[config.mk]
export PLATFORM = sky130hd
export DESIGN_NAME = mmio_uart_tx
export DESIGN_NICKNAME = d
export VERILOG_FILES = /design/src/rtl/mmio_uart_tx.sv
export SDC_FILE = /design/constraint.sdc
export NUM_CORES = 1
export LEC_CHECK = 0
export ABC_AREA = 1
export ABC_CLOCK_PERIOD_IN_PS = 1700
export CORE_ASPECT_RATIO = 0.75
export CORE_UTILIZATION = 49
export CTS_CLUSTER_DIAMETER = 40
export DETAILED_ROUTE_END_ITERATION = 12
export GPL_TIMING_DRIVEN = 0
export PLACE_DENSITY = 0.84
export REMOVE_ABC_BUFFERS = 1
export SYNTH_ARGS = -nofsm -noshare
export SYNTH_HDL_FRONTEND = slang
export SYNTH_SLANG_ARGS = --single-unit
[constraint.sdc]
create_clock -name clk -period 1.7 [get_ports clk]
set_input_delay 0.34 -clock clk [delete_from_list [all_inputs] [get_ports clk]]
set_output_delay 0.34 -clock clk [all_outputs]
set_load 0.005 [all_outputs]
[src/rtl/mmio_uart_tx.sv]
// Memory-mapped 8-N-1 UART transmitter with a small transmit FIFO and a STATUS register.
// Define UART_TX_PARITY_EN for an 8-E-1 frame with an even-parity bit before STOP.
module mmio_uart_tx #(
  parameter logic [15:0] BASE_ADDR    = 16'hFF00,
  parameter int          CLKS_PER_BIT = 16,
  parameter int          FIFO_DEPTH   = 4
) (
  input  logic        clk,
  input  logic        reset,
  input  logic [15:0] addr_bus,
  input  logic [7:0]  data_bus,
  input  logic        mem_write,
  input  logic        mem_read,
  output logic [7:0]  rd_data,
  output logic        tx,
  output logic        tx_busy,
  output logic        irq
);

  localparam int              AW        = $clog2(FIFO_DEPTH);
  localparam int              CW        = $clog2(CLKS_PER_BIT);
  localparam logic [CW-1:0]   CNT_MAX   = CW'(CLKS_PER_BIT - 1);
  localparam logic [15:0]     STAT_ADDR = BASE_ADDR + 16'd1;
`ifdef UART_TX_PARITY_EN
  localparam logic            PAR_FLAG  = 1'b1;
`else
  localparam logic            PAR_FLAG  = 1'b0;
`endif

  typedef enum logic [2:0] {IDLE, START, DATA, PARITY, STOP} state_t;

  state_t        state, state_next;
  logic [7:0]    mem [FIFO_DEPTH];
  logic [AW:0]   wr_ptr, rd_ptr;
  logic [CW-1:0] cnt;
  logic [2:0]    idx;
  logic [7:0]    shreg;
  logic          overflow;
  logic          fifo_empty, fifo_full;
  logic          sel_data, sel_stat;
  logic          push_req, push, pop, bit_done;
`ifdef UART_TX_PARITY_EN
  logic          parity;
`endif

  assign sel_data   = (addr_bus == BASE_ADDR);
  assign sel_stat   = (addr_bus == STAT_ADDR);
  assign fifo_empty = (wr_ptr == rd_ptr);
  assign fifo_full  = (wr_ptr[AW] != rd_ptr[AW]) && (wr_ptr[AW-1:0] == rd_ptr[AW-1:0]);
  assign push_req   = mem_write && sel_data;
  // A full FIFO still takes a byte when the serialiser pops on the same edge.
  assign push       = push_req && (!fifo_full || pop);
  assign bit_done   = (cnt == CNT_MAX);
  assign tx_busy    = (state != IDLE) || !fifo_empty;
  assign irq        = !tx_busy;

  always_comb begin
    state_next = state;
    pop        = 1'b0;
    case (state)
      IDLE: begin
        if (!fifo_empty) begin
          state_next = START;
          pop        = 1'b1;
        end
      end
      START: if (bit_done) state_next = DATA;
      DATA: begin
        if (bit_done && idx == 3'd7) begin
`ifdef UART_TX_PARITY_EN
          state_next = PARITY;
`else
          state_next = STOP;
`endif
        end
      end
      PARITY: if (bit_done) state_next = STOP;
      STOP: begin
        if (bit_done) begin
          if (!fifo_empty) begin
            state_next = START;
            pop        = 1'b1;
          end else begin
            state_next = IDLE;
          end
        end
      end
      default: state_next = IDLE;
    endcase
  end

  always_comb begin
    tx = 1'b1;
    case (state)
      START:  tx = 1'b0;
      DATA:   tx = shreg[0];
`ifdef UART_TX_PARITY_EN
      PARITY: tx = parity;
`endif
      default: tx = 1'b1;
    endcase
  end

  always_ff @(posedge clk) begin
    if (push) mem[wr_ptr[AW-1:0]] <= data_bus;
  end

  always_ff @(posedge clk) begin
    if (reset) begin
      state    <= IDLE;
      wr_ptr   <= '0;
      rd_ptr   <= '0;
      cnt      <= '0;
      idx      <= '0;
      shreg    <= '0;
      overflow <= 1'b0;
      rd_data  <= '0;
`ifdef UART_TX_PARITY_EN
      parity   <= 1'b0;
`endif
    end else begin
      state <= state_next;
      if (push) wr_ptr <= wr_ptr + 1'b1;

      if (push_req && fifo_full && !pop) overflow <= 1'b1;
      else if (mem_write && sel_stat)    overflow <= 1'b0;

      if (mem_read && sel_stat)
        rd_data <= {PAR_FLAG, 3'b000, overflow, tx_busy, fifo_empty, fifo_full};
      else
        rd_data <= '0;

      if (pop) begin
        shreg  <= mem[rd_ptr[AW-1:0]];
        rd_ptr <= rd_ptr + 1'b1;
        cnt    <= '0;
        idx    <= '0;
`ifdef UART_TX_PARITY_EN
        parity <= ^mem[rd_ptr[AW-1:0]];
`endif
      end else if (state != IDLE) begin
        if (bit_done) begin
          cnt <= '0;
          if (state == DATA) begin
            shreg <= {1'b0, shreg[7:1]};
            idx   <= idx + 3'd1;
          end
        end else begin
          cnt <= cnt + 1'b1;
        end
      end
    end
  end

endmodule
==> run summary <==
Implementation summary

Wires add up to 6691 µm. The global-route wire length before repair is 10230 µm. The source of the worst register-to-register timing path is cnt[0]. The clock slew at the register clock pins of the worst setup and hold paths is 0.07 ns. The clock network fraction of total power is 24.7%. The clock H-tree reported by CTS has 3 levels. Per Yosys stat, the portion of area used by sequential elements is 54.41%. Counting flops with an async set or reset pin after synthesis yields a share of 0%. The number of cells upsized or downsized after cts is 48. The arrival time of data at the worst endpoint is listed as 1.71 ns. The group with the largest share of power is sequential cells. Static timing analysis puts the maximum clock frequency at 601.9 MHz. The reg-to-reg setup timing slack is 0.04 ns. The die covers 6247 µm². The top-area cell type share of the netlist area is 33.06%.

The required time at the worst endpoint is listed as 1.75 ns. The half-perimeter wire length of the detailed placement result is 3953 µm. The number of hold buffers added after cts is 0. The run finished with clean final reports. The cell type with the highest aggregate area in the netlist is edfxtp_1.

The floorplan report gives the top-level pin count as 39. Yosys mapped the design onto 31 distinct sky130hd cell types. The number of setup violations in the final report is 0. The most frequently used flop master after synthesis is edfxtp_1. The depth of the worst hold-timing path is 2. The power dissipated in combinational cells is 1.88 mW. For the worst-skew pair, the clock arrives at the later sink with an insertion delay of 0.34 ns. The clock tree from TritonCTS is yes. The post-detailed-route count of antenna-violating nets is 0. The number of antenna violations at the first check in global routing is 0. STA lists the maximum fanout along the critical path as 8. The number of buffers on the longest clock path is 2.

The number of enable-type register cells in the synthesized netlist is 32. The number of sinks on the clock net is 63. The utilization after layout is 69.25%.

The peak supply drop is 0.5905 mV. Per the OpenROAD floorplan log, the width of the die is 90.93 µm. The power density relative to cell area is 1316 nW/µm². The violation tally recorded at the end of detailed-routing iteration 0 is 194. Registers are responsible for 37.9% of the overall power. During synthesis, Yosys emitted a total of 0 warnings. The category of the worst setup path capture point is a flip-flop.

The number of detailed-routing iterations run before antenna repair is 4. Per the final timing report, the hold violations number 0. For reference, the top cells by area after synthesis are edfxtp_1 33%, dfxtp_1 21%, nand2_1 8.8%. The post-synthesis sequential element count is 63. The number of global-route vias before repair was 2166.

Per STA, the startpoint of the critical path is cnt[0]. Global routing used 21.60% of the available tracks. The kind of start point of the critical path is a flip-flop. Looking at the power breakdown, combinational cells take 37.4% of the total. The synthesized area divided by synthesized cell count is 8.702 µm².
==> stage by stage <==
step           cells  setup WS (ns)  hold slack [ns]
6_report         465        0.03853           0.4403
5_1_grt          465       -0.02747           0.4667
4_1_cts          461       -0.02997           0.4396
3_5_place_dp     433        -0.8711           0.4291
3_3_place_gp     433        -0.7725           0.4174
2_1_floorplan    324        -0.1440           0.4024
==> cells by family (layout without fill, tap and decap cells) <==
kind of cell | after synthesis | after routing | synth area share (%)
AOI/OAI and AO/OA | 40 | 40 | 7.361
xor gates and xnor gates | 4 | 4 | 1.464
adders and majority gates | 8 | 8 | 3.444
buffers and inverters | 42 | 95 | 6.630
DFF | 63 | 63 | 54.41
muxes | 2 | 2 | 0.6888
other | 1 | 4 | 0.1290
and+or+nand+nor | 174 | 174 | 25.87
==> worst max-delay path: stages (launching register included) <==
cell,delay [ns]
dfxtp_2,0.38
ha_4,0.17
nand3_4,0.10
nand2_1,0.10
nand2_2,0.11
nand3_4,0.12
nand2_4,0.11
nor2_4,0.14
buf_12,0.13
==> final cells by class <==
class                      instances  area (µm²)
inverter                          29       120.1
tap                               75       93.84
multi-input combinational        232        1299
clock buffer                      10       127.6
sequential                        63        1607
timing repair buffer              50       518.0
fill                             377        1699
clock inverter                     6       61.31
==> synth_stat cells (4+ instances only) <==
master and number:
ha_1 8, inv_2 5, buf_4 4, edfxtp_1 32, nand3b_1 7, dfxtp_1 31, nand3_1 23, o21ai_0 17
inv_1 24, a21oi_1 17, nor2_1 67, buf_2 4, nand2_1 68
==> metal layers <==
metal  GRT usage (%)  vias up  wire [µm]  part of all wire [%]
li1                -     1185          -                     -
met1           27.44     1154       2827                    42
met2           35.80       94       3253                    49
met3           6.908       13        493                   7.4
met4           6.944        0        116                   1.7
met5               0        -          0                     0
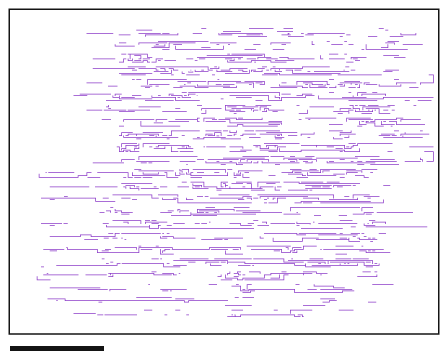
Figure 1: M1 wires.
Scale bar: 20 µm.
longest straight run: 25.3 µm
main direction: horizontal

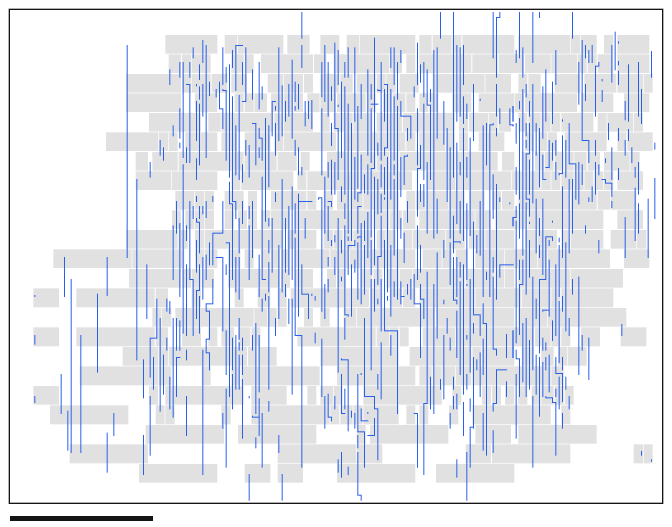
Figure 2: the metal 2 layer.
Scale bar: 20 µm.
main direction: vertical
longest straight run: 29.6 µm

Power is estimated from default activity; no workload was simulated.
